## config.mk

```make
export PLATFORM = sky130hd
export DESIGN_NAME = dec2int
export DESIGN_NICKNAME = d
export VERILOG_FILES = /design/src/rtl/dec2int.sv
export SDC_FILE = /design/constraint.sdc
export NUM_CORES = 1
export LEC_CHECK = 0
export CORE_MARGIN = 1
export CORE_UTILIZATION = 40
export CTS_CLUSTER_DIAMETER = 150
export DETAILED_ROUTE_END_ITERATION = 12
export GPL_TIMING_DRIVEN = 0
export PLACE_DENSITY = 0.64
export SLEW_MARGIN = 40
export SYNTH_ARGS = -nofsm -noshare
export SYNTH_HDL_FRONTEND = slang
export SYNTH_SLANG_ARGS = --single-unit
```

## constraint.sdc

```tcl
create_clock -name clk -period 8 [get_ports clk]
set_clock_uncertainty 0.05 [all_clocks]
set_input_delay 0.8 -clock clk [delete_from_list [all_inputs] [get_ports clk]]
set_output_delay 0.8 -clock clk [all_outputs]
set_load 0.02 [all_outputs]
```

## src/rtl/dec2int.sv

```systemverilog
`default_nettype none
// ============================================================================
// Module      : dec2int
// Description : Serial decimal-to-binary converter. Takes a sign flag and a
//               most-significant-first stream of BCD digits, accumulates
//               acc = acc*10 + digit, and emits a saturating signed
//               WIDTH-bit two's-complement result with overflow and error
//               flags.
// Ports       : clk        - clock, rising edge
//               rstn       - asynchronous active-low reset
//               clear      - synchronous abort, returns to IDLE
//               in_valid   - digit beat valid
//               in_ready   - converter can accept a digit beat
//               in_digit   - BCD digit 0..9
//               in_neg     - sign, sampled on the first beat of a frame
//               in_last    - final digit of the frame
//               out_valid  - result available
//               out_ready  - consumer accepts the result
//               out_data   - converted signed integer
//               out_ovf    - magnitude exceeded range, out_data saturated
//               out_err    - bad digit or frame longer than MAX_DIGITS
// Revision    : 1.0 - initial release
// ============================================================================
module dec2int #(
  parameter int WIDTH      = 32,
  parameter int MAX_DIGITS = 16
) (
  input  logic             clk,
  input  logic             rstn,
  input  logic             clear,
  input  logic             in_valid,
  output logic             in_ready,
  input  logic [3:0]       in_digit,
  input  logic             in_neg,
  input  logic             in_last,
  output logic             out_valid,
  input  logic             out_ready,
  output logic [WIDTH-1:0] out_data,
  output logic             out_ovf,
  output logic             out_err
);

  localparam int C_CW = $clog2(MAX_DIGITS + 1);
  localparam int C_AW = WIDTH + 1;   // accumulator holds magnitudes up to 2^(WIDTH-1)
  localparam int C_PW = WIDTH + 5;   // room for acc*10 + 9 before the limit check

  typedef enum logic [1:0] {
    S_IDLE  = 2'd0,
    S_ACCUM = 2'd1,
    S_DONE  = 2'd2
  } state_t;

  state_t            r_state, w_state_n;
  logic [C_AW-1:0]   r_acc, w_acc_n;
  logic [C_CW-1:0]   r_cnt, w_cnt_n;
  logic              r_neg, w_neg_n;
  logic              r_ovf, w_ovf_n;
  logic              r_err, w_err_n;
  logic              r_live;
  logic              r_out_valid, w_out_valid_n;
  logic [WIDTH-1:0]  r_out_data, w_out_data_n;
  logic              r_out_ovf, w_out_ovf_n;
  logic              r_out_err, w_out_err_n;

  logic              w_beat;
  logic              w_first;
  logic              w_full;
  logic              w_bad;
  logic [3:0]        w_dig;
  logic              w_beat_neg;
  logic [C_PW-1:0]   w_lim;
  logic [C_PW-1:0]   w_wide_acc;
  logic [C_PW-1:0]   w_base;
  logic [C_PW-1:0]   w_sum;
  logic              w_over;
  logic [C_AW-1:0]   w_acc_sat;
  logic [WIDTH-1:0]  w_twos;

  // in_ready stays low until the first clock after reset release.
  assign in_ready  = r_live && (r_state != S_DONE);
  assign out_valid = r_out_valid;
  assign out_data  = r_out_data;
  assign out_ovf   = r_out_ovf;
  assign out_err   = r_out_err;

  assign w_beat     = in_valid && in_ready;
  assign w_first    = (r_state == S_IDLE);
  assign w_full     = (r_cnt == C_CW'(MAX_DIGITS));
  assign w_bad      = (in_digit > 4'd9);
  assign w_dig      = w_bad ? 4'd0 : in_digit;
  assign w_beat_neg = w_first ? in_neg : r_neg;

  // Negative numbers may reach one further than positive ones.
  assign w_lim = w_beat_neg ? (C_PW'(1) << (WIDTH - 1))
                            : ((C_PW'(1) << (WIDTH - 1)) - C_PW'(1));

  // The first digit of a frame starts from zero instead of the stale acc.
  assign w_wide_acc = C_PW'(r_acc);
  assign w_base     = w_first ? '0 : ((w_wide_acc << 3) + (w_wide_acc << 1));
  assign w_sum      = w_base + C_PW'(w_dig);
  assign w_over     = (w_sum > w_lim);
  assign w_acc_sat  = w_over ? w_lim[C_AW-1:0] : w_sum[C_AW-1:0];

  assign w_twos = ~w_acc_n[WIDTH-1:0] + WIDTH'(1);

  always_comb begin
    w_state_n     = r_state;
    w_acc_n       = r_acc;
    w_cnt_n       = r_cnt;
    w_neg_n       = r_neg;
    w_ovf_n       = r_ovf;
    w_err_n       = r_err;
    w_out_valid_n = r_out_valid;
    w_out_data_n  = r_out_data;
    w_out_ovf_n   = r_out_ovf;
    w_out_err_n   = r_out_err;

    case (r_state)
      S_IDLE, S_ACCUM: begin
        if (w_beat) begin
          if (!w_first && w_full) begin
            // Over-long frame: flag it, drop the digit, hold the count.
            w_err_n = 1'b1;
          end else begin
            w_acc_n = w_acc_sat;
            w_cnt_n = r_cnt + C_CW'(1);
            w_neg_n = w_beat_neg;
            w_ovf_n = r_ovf | w_over;
            w_err_n = r_err | w_bad;
          end
          if (in_last) begin
            w_state_n     = S_DONE;
            w_out_valid_n = 1'b1;
            w_out_data_n  = w_neg_n ? w_twos : w_acc_n[WIDTH-1:0];
            w_out_ovf_n   = w_ovf_n;
            w_out_err_n   = w_err_n;
          end else begin
            w_state_n = S_ACCUM;
          end
        end
      end
      S_DONE: begin
        if (r_out_valid && out_ready) begin
          w_state_n     = S_IDLE;
          w_acc_n       = '0;
          w_cnt_n       = '0;
          w_neg_n       = 1'b0;
          w_ovf_n       = 1'b0;
          w_err_n       = 1'b0;
          w_out_valid_n = 1'b0;
          w_out_data_n  = '0;
          w_out_ovf_n   = 1'b0;
          w_out_err_n   = 1'b0;
        end
      end
      default: begin
        w_state_n = S_IDLE;
      end
    endcase

    // Abort wins over any beat or handshake in the same cycle.
    if (clear) begin
      w_state_n     = S_IDLE;
      w_acc_n       = '0;
      w_cnt_n       = '0;
      w_neg_n       = 1'b0;
      w_ovf_n       = 1'b0;
      w_err_n       = 1'b0;
      w_out_valid_n = 1'b0;
      w_out_data_n  = '0;
      w_out_ovf_n   = 1'b0;
      w_out_err_n   = 1'b0;
    end
  end

  always_ff @(posedge clk or negedge rstn) begin
    if (!rstn) begin
      r_state     <= S_IDLE;
      r_acc       <= '0;
      r_cnt       <= '0;
      r_neg       <= 1'b0;
      r_ovf       <= 1'b0;
      r_err       <= 1'b0;
      r_live      <= 1'b0;
      r_out_valid <= 1'b0;
      r_out_data  <= '0;
      r_out_ovf   <= 1'b0;
      r_out_err   <= 1'b0;
    end else begin
      r_state     <= w_state_n;
      r_acc       <= w_acc_n;
      r_cnt       <= w_cnt_n;
      r_neg       <= w_neg_n;
      r_ovf       <= w_ovf_n;
      r_err       <= w_err_n;
      r_live      <= 1'b1;
      r_out_valid <= w_out_valid_n;
      r_out_data  <= w_out_data_n;
      r_out_ovf   <= w_out_ovf_n;
      r_out_err   <= w_out_err_n;
    end
  end

endmodule
`default_nettype wire

```

==> images/ff_map.png <==
The bar under the picture is 50 um long. Other sequential cells in the stronger grey, the rest of the logic in the fainter grey.
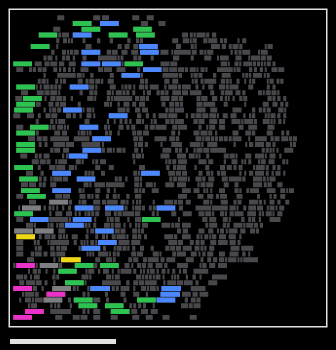
| colour | name in the netlist | flops |
|---|---|---|
| yellow | r_state | 2 |
| green | out_data | 32 |
| blue | r_acc | 33 |
| magenta | r_cnt | 5 |
not coloured: 7

==> images/congestion_map.png <==
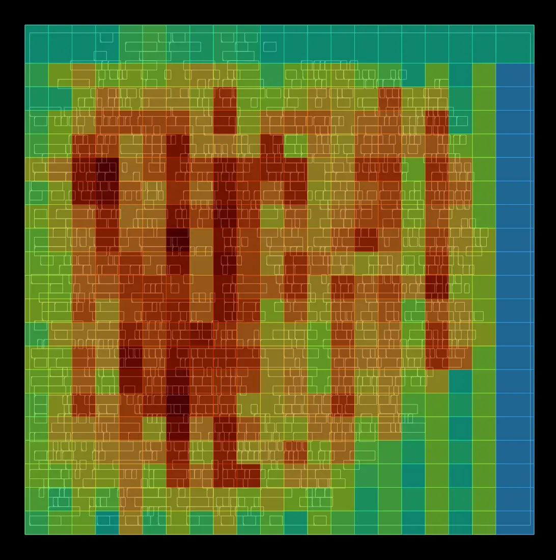
met1 GRT Util: 0.3768
fin util: 0.4838
GRT Resource Usage Total: 0.2827
met2 usage: 0.4416
GR peak layer: met2

==> images/gates.png <==
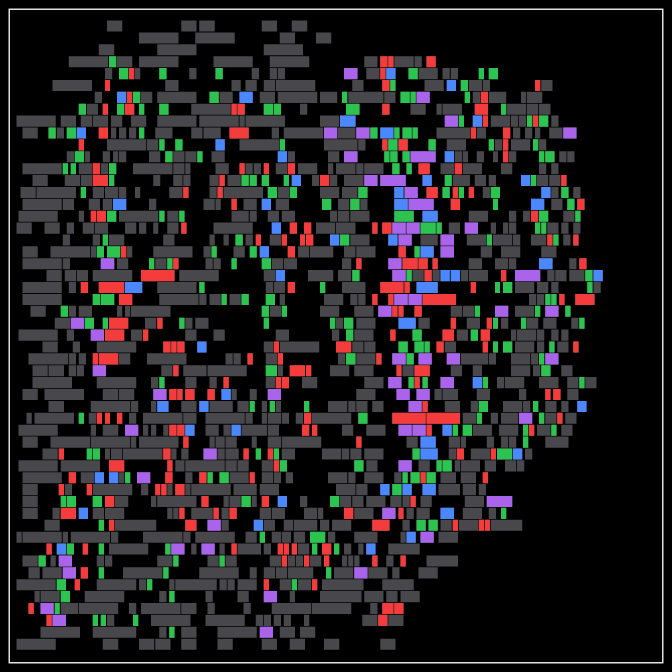
| colour | family | cells | most used |
|---|---|---|---|
| blue | and/or cells | 58 | and3_1 |
| green | nand cells | 208 | nand2_1 |
| purple | xor and xnor cells | 61 | xnor2_1 |
| red | nor cells | 196 | nor2_1 |

==> reports/metrics.cfg <==
[finish]
buf_share = 0.08815
largest_reg_flops = 33
clkbuf_count = 11
design.seq.count = 79
lay_top_count = nor2_1
final_cells = 1485
clk_share = 0.02775
area_delta_synth_final_pct = 18.09
flop_area_um2 = 1982
diodes = 0
comb_cells = 964
nFillCells = 2106
mi_logic_area_um2 = 6609
drive_gt1_frac = 0.1174
nNonClkBuffers = 121
comb_share = 0.6458
design_area_um2 = 10230
lay_top_cells = nor2_1, nand2_1, a21oi_1
dominant-cell-class = multi-input combinational cells

[sta]
fin_hold_ws_ns = 0.2687
slew-limit-headroom = 0.4353
final_hold_viol_count = 0
min_period_ns = 7.690
timing.setup.tns_ns = 0
tightest_slew_ns = 0.8440
finalWorstSetupSlack_ns = 0.3098
drv_slew = 0
final-setup-viol-count = 0

[global_route]
grt_overflow_total = 0
grt_pass1_wl_um = 48340
grt_pass1_vias = 8860
antenna_found_initial = 0
grt_use_met3 = 0.05443
grt_max_degree = 52

[placed_design]
dp_slack_ns = -2.182
place_inst = 1447
port_buffers = 45
finalWeightedCongestion = 0.9607
hpwl_um = 24370
placed_area_um2 = 9504

[setup_path]
cp_common_cell = buf_4
worstPathMaxFanout = 8
critPathCapture = out_data[12]
cpPeakStageDelay_ns = 0.43
r2r_slack_ns = 0.31
r2r-start = r_acc[0]
critPathCaptureType = flip-flop
r2r_cells = 36
setup.worst_path.class = flip-flop to flip-flop
worst_r2r_endpoint = out_data[12]
required_ns = 8.21

[route]
drc = 0
wl_met3_um = 2725
m1WireLength_um = 13510
vias = 9413
drt_first_pass_iters = 6
met2_length_um = 13710
drt_iter0_drc = 953
viasPerCell = 6.339
top_layer_used = met4
wl_um = 31270

[die]
dieArea_um2 = 22260
taps = 275
die_w_um = 149.2
initCoreUtil = 0.4097
ios = 47
die_h_um = 149.2

[power]
p_leak_nw = 4.363
top_power_group = combinational cells
ir_worst_vdd_mv = 0.1696
clockPowerShare = 0.262
p_int_uw = 912.2
powerSeq_uw = 482
switchingPower_uw = 642.1

[cts]
insertion_delay_ns = 0.35
clock_sinks = 79
hold_buffers = 0
clock_path_buffers = 2
ctsRootBufferMaster = clkbuf_16
cts_tree = done
cts_buffers = 9

[yosys]
syn_nets = 1208
synthTopCellsByCount = nor2_1, nand2_1, a21oi_1, dfrtp_1, ha_1
synthAoiAreaFrac = 0.2827
syn-instance-count = 1126
ys_types = 97
ys_cells = 1126
syn_area_per_cell_um2 = 7.696
yosys.area.top_type_share = 0.2281
synth_adder_area_share = 0.1042
most_common_cell = nor2_1
xor_share = 0.06165
async_flop_share = 1.000
topCellsByArea = dfrtp_1, ha_1, a21oi_1, nor2_1, nand2_1
simple_gate_area_frac = 0.2687
ys_ff = 79
yosys_warnings = 0

[job]
maxCapViolations = 0

[worst_hold_path]
hold_path.class = primary input to asynchronous set/reset pin

[outcome]
status = finished clean

